<file path="config.mk">
export PLATFORM = sky130hd
export DESIGN_NAME = layer_accumulator_flat
export DESIGN_NICKNAME = d
export VERILOG_FILES = /design/src/rtl/layer_accumulator_pkg.sv /design/src/rtl/layer_accumulator_if.sv /design/src/rtl/layer_accumulator_neuron_acc.sv /design/src/rtl/layer_accumulator.sv /design/src/flat_wrapper.sv
export SDC_FILE = /design/constraint.sdc
export NUM_CORES = 1
export LEC_CHECK = 0
export ABC_AREA = 1
export ABC_CLOCK_PERIOD_IN_PS = 3100
export CAP_MARGIN = 40
export CORE_ASPECT_RATIO = 1.1
export CORE_UTILIZATION = 61
export CTS_CLUSTER_SIZE = 25
export DETAILED_ROUTE_END_ITERATION = 16
export GPL_TIMING_DRIVEN = 0
export PLACE_DENSITY = 0.88
export SYNTH_ARGS = -nofsm -noshare
export SYNTH_HDL_FRONTEND = slang
export SYNTH_SLANG_ARGS = --single-unit
</file>
<file path="constraint.sdc">
create_clock -name clk -period 3.1 [get_ports clk]
set_input_delay 0.62 -clock clk [delete_from_list [all_inputs] [get_ports clk]]
set_output_delay 0.62 -clock clk [all_outputs]
set_load 0.03 [all_outputs]
</file>
<file path="src/rtl/layer_accumulator_pkg.sv">
// Shared types and sizing helpers for the spiking-layer accumulator slice.
package layer_pkg;

  typedef enum logic [1:0] {IDLE, SCAN, DONE} acc_state_t;

  // Wide enough to sum NEURON_IN sign-extended weights without overflow.
  function automatic int acc_width(input int w_size, input int neurons_in);
    return w_size + $clog2(neurons_in) + 1;
  endfunction

endpackage

</file>
<file path="src/rtl/layer_accumulator_if.sv">
// Frame-in / ROM / spikes-out signal bundle for layer_accumulator.
interface layer_accumulator_if #(
  parameter int NEURON_IN  = 8,
  parameter int NEURON_OUT = 2,
  parameter int W_SIZE     = 8
);

  logic                         in_valid;
  logic                         in_ready;
  logic [NEURON_IN-1:0]         in_spikes;
  logic [NEURON_IN-1:0]         rom_addr;
  logic [NEURON_OUT*W_SIZE-1:0] rom_data;
  logic                         out_valid;
  logic                         out_ready;
  logic [NEURON_OUT-1:0]        out_spikes;

  // master: the accumulator; slave: upstream source, ROM and downstream sink.
  modport master (
    input  in_valid, in_spikes, rom_data, out_ready,
    output in_ready, rom_addr, out_valid, out_spikes
  );

  modport slave (
    output in_valid, in_spikes, rom_data, out_ready,
    input  in_ready, rom_addr, out_valid, out_spikes
  );

endinterface

</file>
<file path="src/rtl/layer_accumulator_neuron_acc.sv">
// One output neuron: signed accumulator with clear / enable-add and a firing comparator.
module neuron_acc
  import layer_pkg::*;
#(
  parameter int W_SIZE    = 8,
  parameter int ACC_W     = acc_width(W_SIZE, 8),
  parameter int THRESHOLD = 16
) (
  input  logic                     clk,
  input  logic                     rst_n,
  input  logic                     clr,
  input  logic                     en,
  input  logic signed [W_SIZE-1:0] weight,
  output logic                     fire
);

  localparam logic signed [ACC_W-1:0] THR = ACC_W'(THRESHOLD);

  logic signed [ACC_W-1:0] acc;

  function automatic logic signed [ACC_W-1:0] sext(input logic signed [W_SIZE-1:0] w);
    return ACC_W'(w);
  endfunction

  always_ff @(posedge clk or negedge rst_n) begin
    if (!rst_n) begin
      acc <= '0;
    end else if (clr) begin
      acc <= '0;
    end else if (en) begin
      acc <= acc + sext(weight);
    end
  end

  assign fire = (acc >= THR);

endmodule

</file>
<file path="src/rtl/layer_accumulator.sv">
// Walks a latched input-spike frame through rom_layer and thresholds the per-neuron weight sums.
module layer_accumulator
  import layer_pkg::*;
#(
  parameter int NEURON_IN  = 8,
  parameter int NEURON_OUT = 2,
  parameter int W_SIZE     = 8,
  parameter int THRESHOLD  = 16
) (
  input  logic                clk,
  input  logic                rst_n,
  layer_accumulator_if.master bus
);

  localparam int ACC_W = acc_width(W_SIZE, NEURON_IN);
  localparam int IDX_W = (NEURON_IN > 1) ? $clog2(NEURON_IN) : 1;
  localparam logic [IDX_W-1:0] LAST_IDX = IDX_W'(NEURON_IN - 1);

  acc_state_t            state;
  logic [IDX_W-1:0]      idx;
  logic [NEURON_IN-1:0]  frame;
  logic                  in_ready_r;
  logic                  out_valid_r;
  logic [NEURON_IN-1:0]  rom_addr_r;
  logic [NEURON_OUT-1:0] out_spikes_r;
  logic [NEURON_OUT-1:0] fire;
  logic                  accept;
  logic                  add_en;

  function automatic logic [NEURON_IN-1:0] onehot(input logic [IDX_W-1:0] i);
    logic [NEURON_IN-1:0] v;
    v    = '0;
    v[i] = 1'b1;
    return v;
  endfunction

  assign accept = (state == IDLE) && bus.in_valid && in_ready_r;
  assign add_en = (state == SCAN) && frame[idx];

  // rom_addr is registered one step ahead so it always matches idx during SCAN.
  always_ff @(posedge clk or negedge rst_n) begin
    if (!rst_n) begin
      state        <= IDLE;
      idx          <= '0;
      frame        <= '0;
      in_ready_r   <= 1'b1;
      rom_addr_r   <= '0;
      out_valid_r  <= 1'b0;
      out_spikes_r <= '0;
    end else begin
      case (state)
        IDLE: begin
          if (accept) begin
            frame      <= bus.in_spikes;
            idx        <= '0;
            in_ready_r <= 1'b0;
            rom_addr_r <= onehot('0);
            state      <= SCAN;
          end
        end
        SCAN: begin
          if (idx == LAST_IDX) begin
            rom_addr_r <= '0;
            state      <= DONE;
          end else begin
            idx        <= idx + 1'b1;
            rom_addr_r <= onehot(idx + 1'b1);
          end
        end
        DONE: begin
          // First DONE cycle captures the settled sums; afterwards hold until taken.
          if (!out_valid_r) begin
            out_valid_r  <= 1'b1;
            out_spikes_r <= fire;
          end else if (bus.out_ready) begin
            out_valid_r  <= 1'b0;
            out_spikes_r <= '0;
            in_ready_r   <= 1'b1;
            idx          <= '0;
            state        <= IDLE;
          end
        end
        default: state <= IDLE;
      endcase
    end
  end

  for (genvar j = 0; j < NEURON_OUT; j++) begin : g_neuron
    neuron_acc #(
      .W_SIZE    (W_SIZE),
      .ACC_W     (ACC_W),
      .THRESHOLD (THRESHOLD)
    ) u_acc (
      .clk    (clk),
      .rst_n  (rst_n),
      .clr    (accept),
      .en     (add_en),
      .weight (bus.rom_data[j*W_SIZE +: W_SIZE]),
      .fire   (fire[j])
    );
  end

  assign bus.in_ready   = in_ready_r;
  assign bus.rom_addr   = rom_addr_r;
  assign bus.out_valid  = out_valid_r;
  assign bus.out_spikes = out_spikes_r;

endmodule
</file>
<file path="src/flat_wrapper.sv">
// flat-port wrapper written by rule: the top's interface ports become plain ports
module layer_accumulator_flat import layer_pkg::*;
#(
  parameter int NEURON_IN  = 8,
  parameter int NEURON_OUT = 2,
  parameter int W_SIZE     = 8,
  parameter int THRESHOLD  = 16
)
  (clk, rst_n, bus_in_valid, bus_in_spikes, bus_rom_data, bus_out_ready, bus_in_ready, bus_rom_addr, bus_out_valid, bus_out_spikes);
  layer_accumulator_if #(.NEURON_IN(NEURON_IN), .NEURON_OUT(NEURON_OUT), .W_SIZE(W_SIZE)) bus_i ();
  input  logic clk;
  input  logic rst_n;
  input wire logic [$bits(bus_i.in_valid)-1:0] bus_in_valid;
  input wire logic [$bits(bus_i.in_spikes)-1:0] bus_in_spikes;
  input wire logic [$bits(bus_i.rom_data)-1:0] bus_rom_data;
  input wire logic [$bits(bus_i.out_ready)-1:0] bus_out_ready;
  output wire logic [$bits(bus_i.in_ready)-1:0] bus_in_ready;
  output wire logic [$bits(bus_i.rom_addr)-1:0] bus_rom_addr;
  output wire logic [$bits(bus_i.out_valid)-1:0] bus_out_valid;
  output wire logic [$bits(bus_i.out_spikes)-1:0] bus_out_spikes;
  assign bus_i.in_valid = bus_in_valid;
  assign bus_i.in_spikes = bus_in_spikes;
  assign bus_i.rom_data = bus_rom_data;
  assign bus_i.out_ready = bus_out_ready;
  assign bus_in_ready = bus_i.in_ready;
  assign bus_rom_addr = bus_i.rom_addr;
  assign bus_out_valid = bus_i.out_valid;
  assign bus_out_spikes = bus_i.out_spikes;
  layer_accumulator #(.NEURON_IN(NEURON_IN), .NEURON_OUT(NEURON_OUT), .W_SIZE(W_SIZE), .THRESHOLD(THRESHOLD)) u_core (.clk(clk), .rst_n(rst_n), .bus(bus_i));
endmodule
</file>
Fig. 1: run 1, logic cells by family
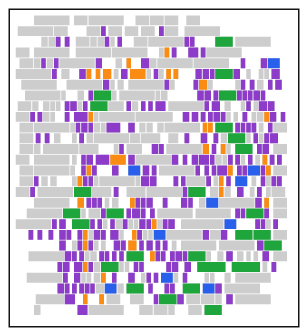
legend:
  orange:
    family: NOR gates
    cells: 36
  green:
    family: adder and majority cells
    cells: 26
  purple:
    family: NAND gates
    cells: 234
    where: spread over the die
  blue:
    family: XOR/XNOR gates
    cells: 10
most common cell after layout, fill and taps aside: nand2_1
fraction of standard cell area in multi-input logic: 45.4%

Fig. 2: run 1, cells by drive strength
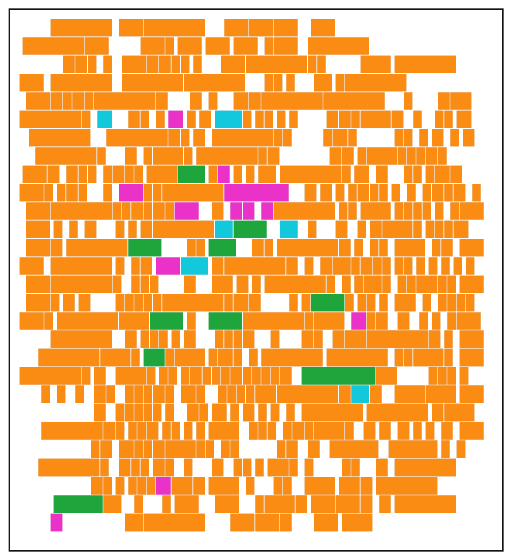
legend:
  cyan:
    size: drive 3 to 4
    cells: 6
    share: 1.1%
    most_used: buf_4
  green:
    size: drive 6 and up
    cells: 10
    share: 1.9%
    most_used: clkbuf_8
  orange:
    size: drive 1 or less
    cells: 499
    share: 95%
    most_used: nand2_1
  magenta:
    size: drive 2
    cells: 12
    share: 2.3%
    most_used: buf_2
P&R area growth vs syn: 18.1%
number of buffers other than clock buffers in the final layout: 49

==> run notes, run 1 <==
Across all register-to-register paths, the minimum setup slack is 1.35 ns. Detailed placement ended at an HPWL of 5870 um. Buffers inserted to repair hold after CTS numbered 0. The synthesized-area fraction occupied by ao, oa, aoi and oai cells is 5.91%, and the remaining antenna violation count is 0. Once synthesis finished, the tally of register bits stood at 49. For reference, the critical path is captured by u_core.g_neuron[1].u_acc.acc[6]$_DFFE_PN0P_. In the synthesized netlist the dominant register cell turns out to be dfrtp_1. For the worst reg-to-reg path, the startpoint reported by OpenROAD is u_core.g_neuron[1].u_acc.acc[0]$_DFFE_PN0P_. Along the critical path, the tally of buffer and inverter instances is 2. The number of warnings reported in the stage logs is 26. The chip footprint was 0.00585 sq mm.

The via count of the first global-routing pass is 3063, and the total congestion overflow after global routing is 0. The run gives 2 as the deepest clock path buffer count. By count the netlist is led by 158 x nand2_1, 73 x inv_1, 58 x nand3_1. For this design, the sink count on the clock tree is 49.

Of all the cell area in the finished design, the clock network holds 2.82%. Looking at the max-slew report, the worst-margin pin has a slew of 0.344 ns. The flow ran to the end, and the final reports show no timing, DRC or antenna violations. The logs give 77.0% for the max-slew headroom at the worst pin and 0 for the number of inserted diodes.

Ranked by total cell area, the synthesized netlist is headed by dfrtp_1 35%, nand2_1 18%, ha_1 8.9%. The final timing summary puts the cycle share of the worst path at 71.0%. Cell type with the highest occurrence count on the critical path: nand2_1. Subtracting the final worst setup slack from the clock period gives 2.20 ns. The least setup slack across all paths after layout came out at 0.899 ns. Per the synthesis report, the dominant area consumer among library cells is dfrtp_1.

Power comes to 1340 uW. The synthesized area per cell is 7.07 sq um. The total track usage came out at 28.4%. The yosys synthesis warning count came out at 0. In this run the tool buffered the top-level ports with 39 buffer cells. The post-synth count of flops with an enable pin is 0. The tools report the sequential element share of the synthesized area as 36.2%. The type of the worst setup path was in -> reg.

With the achievable frequency at 454 MHz, the switching power is 350 uW. Per the OpenROAD timing report, the critical path contains 11 cells.
Fig. 3: run 1, the clock network
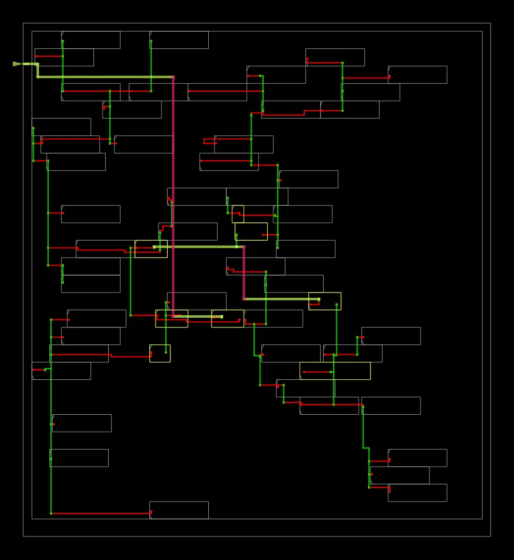
clock latency at the later pin of the worst-skew pair: 0.30 ns
worst clock skew: 0.0107 ns
total clock buffers created by CTS: 5
Clock group: 456 uW
number of flip-flops and latches: 49

Fig. 4: run 1, placed cells, one color a class
The bar under the picture is 20 um long. Fill, decap, tap and diode cells in gray.
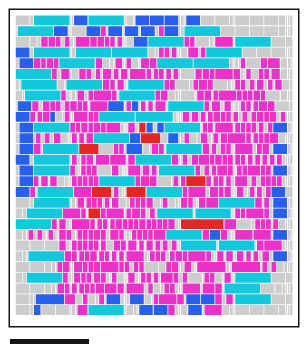
legend:
  cyan:
    class: flops
    cells: 49
  blue:
    class: other buffers and delay cells
    cells: 49
  magenta:
    class: all other logic
    cells: 421
  red:
    class: clock drivers and dummy loads
    cells: 8
num rows: 28
total core area: 0.00536 sq mm
Non-Filler Cell Area, Final: 0.00400 sq mm
Final Core Density: 74.6%

-- run 1: layout by cell type (no fill, tap or decap), types with 2 or more instances in the layout --
cell type	instances
clkbuf_8	5
nand3b_1	6
nand2_1	158
nand3_2	3
o21ai_0	23
nor2_4	2
xnor2_1	6
xor2_1	4
buf_2	4
nand3_1	58
nor2_1	29
or2_2	2
o21ai_1	6
nor4_1	2
clkdlybuf4s50_1	38
a21oi_1	9
buf_6	2
inv_1	73
nor3_1	2
dfrtp_1	48
ha_1	24
nand4_1	9
fa_1	2
buf_4	3
-- run 1: layer usage --
metal	wire [um]	track usage [%]	up-vias
met5	0	0	-
met4	127	10.4	0
met3	192	4.77	15
met2	3710	50.1	47
met1	3410	34.5	1482
li1	-	-	1624
--- run 2 (diff from run 1) ---
--- a/config.mk
+++ b/config.mk
@@ -6,14 +6,14 @@
 export NUM_CORES = 1
 export LEC_CHECK = 0
 export ABC_AREA = 1
-export ABC_CLOCK_PERIOD_IN_PS = 3100
+export ABC_CLOCK_PERIOD_IN_PS = 2250
 export CAP_MARGIN = 40
 export CORE_ASPECT_RATIO = 1.1
-export CORE_UTILIZATION = 61
+export CORE_UTILIZATION = 57
 export CTS_CLUSTER_SIZE = 25
 export DETAILED_ROUTE_END_ITERATION = 16
 export GPL_TIMING_DRIVEN = 0
-export PLACE_DENSITY = 0.88
+export PLACE_DENSITY = 0.83
 export SYNTH_ARGS = -nofsm -noshare
 export SYNTH_HDL_FRONTEND = slang
 export SYNTH_SLANG_ARGS = --single-unit
==> constraint.sdc (replaced) <==
create_clock -name clk -period 2.25 [get_ports clk]
set_input_delay 0.45 -clock clk [delete_from_list [all_inputs] [get_ports clk]]
set_output_delay 0.45 -clock clk [all_outputs]
set_load 0.03 [all_outputs]
Fig. 5: run 2, logic cells by family
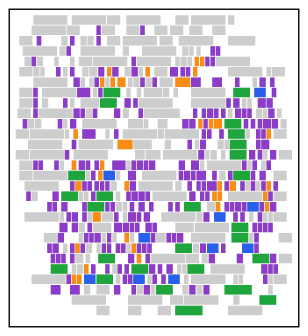
legend:
  orange:
    family: NOR gates
    cells: 36
  green:
    family: adder and majority cells
    cells: 26
  blue:
    family: XOR/XNOR gates
    cells: 10
  purple:
    family: NAND gates
    cells: 234

==> run 2 against run 1 <==
  * Non-clock buffer count stayed put
  * Setup slack worse by 0.75 ns
  * Critical path type unchanged
  * Largest power group unchanged
  * Highest routed layer unchanged
  * Largest cell class unchanged
  * Count of clock-buffer cells in the layout is 1 higher
  * Sequential power is 38% higher
==> run notes, run 2 <==
The run gives 36.2% as the sequential element share of the synthesized area. By area the synthesized netlist is led by dfrtp_1 35%, nand2_1 18%, ha_1 8.9%. Detailed placement finished with a half-perimeter wire length of 5910 um. Of all cell types, the one taking the most synthesized area is dfrtp_1. Looking at the cell usage after synthesis, the top flip-flop cell is dfrtp_1. For the pin with the worst max-slew slack, the measured transition is 0.417 ns. The synthesized design contains 49 register bits. Counting instances in the post-synthesis netlist gives the leading cell types as 158 x nand2_1, 73 x inv_1, 58 x nand3_1. The number of clock sinks is 49, and the max-slew headroom at the worst pin is 72.2%. After layout, the setup clock skew is reported as 0.00600 ns. In this run, power in the clock network comes to 525 uW. The met3 track utilization from global routing came out at 4.37%. The flow ran to the end, and the final reports show no timing, DRC or antenna violations. The type of the worst setup path was in -> reg. Summing internal, switching and leakage power gives 1740 uW. Ranking logic cells in the layout by count gives the top entries 158 x nand2_1, 73 x inv_1, 58 x nand3_1. The fraction of cell area in multi-input combinational cells is reported as 45.7%. The critical path in the final layout is reported with a setup slack of 0.149 ns.

The run gives 93.4% for the share of the clock period used by the worst path. For the utilization of the core after routing, the log shows 69.3%. The run gives 0 as the number of inserted diodes. In this run the top signal layer used is met4.

The via count of the first global-routing pass was 3188; the met2 layer wire length in the routed design was 3710 um. The logs give 2 for the deepest clock path buffer count and 324 um for the routed wire length on met3. The run gives 26 for the OpenROAD warning count.
Fig. 6: run 2, the metal 2 layer
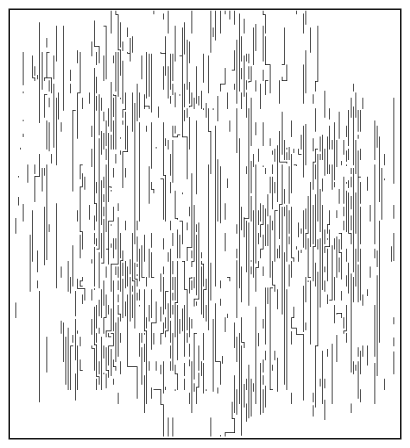
share of all routed wire: 49%
main direction: vertical

[run 2: netlist changes by cell type in the layout (fill, tap and decap cells not counted)]
cell	delta
bufinv_16	-1
clkbuf_1	+1
[run 2: final timing paths]
| check | end | slack (ns) | depth (start not counted) |
|---|---|---|---|
| setup reg to reg | u_core.g_neuron[1].u_acc.acc[6]$_DFFE_PN0P_ | 0.45 | 10 |
| setup / recovery | u_core.g_neuron[1].u_acc.acc[6]$_DFFE_PN0P_ | 0.15 | 11 |
| max in group asynchronous | u_core.bus.in_ready$_DFFE_PN1P_ | 1.61 | 2 |
| hold reg to reg | u_core.bus.in_ready$_DFFE_PN1P_ | 0.49 | 2 |
| min in group clk | u_core.bus.in_ready$_DFFE_PN1P_ | 0.49 | 2 |
| hold / removal | u_core.bus.out_valid$_DFFE_PN0P_ | 0.07 | 1 |
--- run 3 (diff from run 2) ---
--- a/config.mk
+++ b/config.mk
@@ -14,6 +14,7 @@
 export DETAILED_ROUTE_END_ITERATION = 16
 export GPL_TIMING_DRIVEN = 0
 export PLACE_DENSITY = 0.83
+export REMOVE_ABC_BUFFERS = 1
 export SYNTH_ARGS = -nofsm -noshare
 export SYNTH_HDL_FRONTEND = slang
 export SYNTH_SLANG_ARGS = --single-unit
Fig. 7: run 3, the metal 2 layer
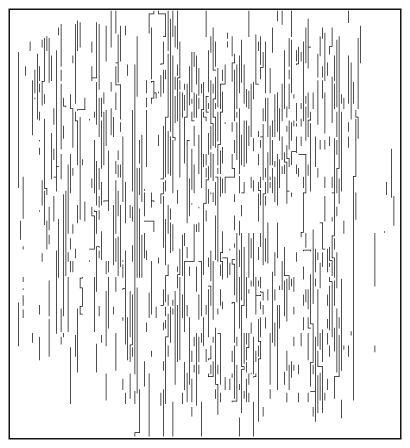
main direction: vertical
wire length on this layer: 3670 um
detailed-route via count: 3133
global routing met2 resource utilization: 44.8%

==> run 3 against run 2 <==
  * Flip-flop count stayed put
  * Global-route usage is 1.2 points lower
  * Design area is 0.35% lower
  * Utilization is 0.24 points lower
  * Wire length is 2.8% lower
  * Critical path depth is 10 lower
  * Synthesized cell count stayed put
  * Die area stayed put
  * First-iteration DRC count is 4.7% lower
  * Setup slack better by 0.097 ns
  * Sequential power hardly changed
  * Sequential share of layout area is 0.11 points higher
  * Critical path type is now reg -> out
  * Largest cell class unchanged
  * Highest routed layer unchanged
==> run notes, run 3 <==
The flow ran to the end, and the final reports show no timing, DRC or antenna violations. In the layout the commonest cells are 158 x nand2_1, 73 x inv_1, 58 x nand3_1. Type of the worst setup path: reg -> out.

The worst path meets setup with 0.246 ns of slack. Hold repair after CTS inserted 0 buffers. The total track usage was 26.2%; the number of port buffers was 39. Logic depth along the worst register-to-register path is recorded as 7. The count of state elements after synthesis came out at 49. Counting the buffers created by CTS gives 5.

Summing the sequential cell areas from Yosys gives 36.2% of the chip area. Sequential cells placed in the final layout were counted as 49. The minimum period implied by the final worst setup slack works out to 2.00 ns. The global routing's busiest layer was met2. Row generation in the floorplan step produced 29 rows.

Per the synth stats, the flop cell with the highest instance count is dfrtp_1. The clock network takes up 2.40% of total cell area after layout. The multi-input gate share of total cell area was 46.0%; the transition time at the pin with the least slew margin was 0.581 ns. Once detail routing completed, the nets flagged for antenna violations numbered 0. After layout, the buffer instance count without clock buffers stands at 44.

After floorplanning, the die was sized to cover 0.00625 sq mm. The number of warnings reported in the stage logs is 25. The total congestion overflow after global routing came out at 0. Ranked by instance count, the synthesized netlist is headed by 158 x nand2_1, 73 x inv_1, 58 x nand3_1. The detailed router reports a met3 wire length of 339 um. The combined buffer and inverter count along the critical path works out to 1. Termination of the worst setup path: bus_in_ready. Global routing consumed, on the met1 layer, 34.0% of the routing resources.

For the completed layout, the total cell area is recorded as 0.00396 sq mm.
Fig. 8: run 3, placed cells, one color a class
The bar under the picture is 20 um long. Fill, decap, tap and diode cells in gray.
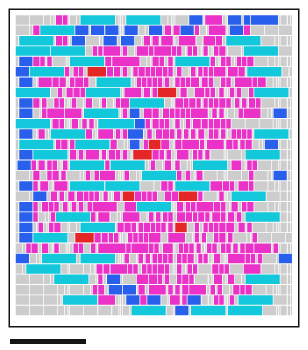
legend:
  magenta:
    class: all other logic
    cells: 421
  cyan:
    class: flops
    cells: 49
  red:
    class: clock drivers and dummy loads
    cells: 8
  blue:
    class: other buffers and delay cells
    cells: 44

==> run 3: netlist changes by cell type in the layout (fill, tap and decap cells not counted), sizes merged <==
cell	previous run	this run
clkbuf	7	5
inv	75	77
buf	10	6
clkinv	1	0
==> run 3: power breakdown <==
| group | switching [uW] | internal, uW |
|---|---|---|
| clock | 352 | 232 |
| combinational | 174 | 138 |
| sequential | 9.98 | 893 |
==> run 3: cells by family (layout without fill, tap and decap cells) <==
kind of cell | after synthesis | in the layout | synth area share [%]
fa+ha+maj | 26 | 26 | 10.0
compound gates | 39 | 39 | 5.91
simple gates | 272 | 272 | 35.1
xor+xnor | 10 | 10 | 2.59
buf+inv | 83 | 126 | 10.2
flops | 49 | 49 | 36.2
Power figures rest on the tool's default switching activity, not on a simulated workload.
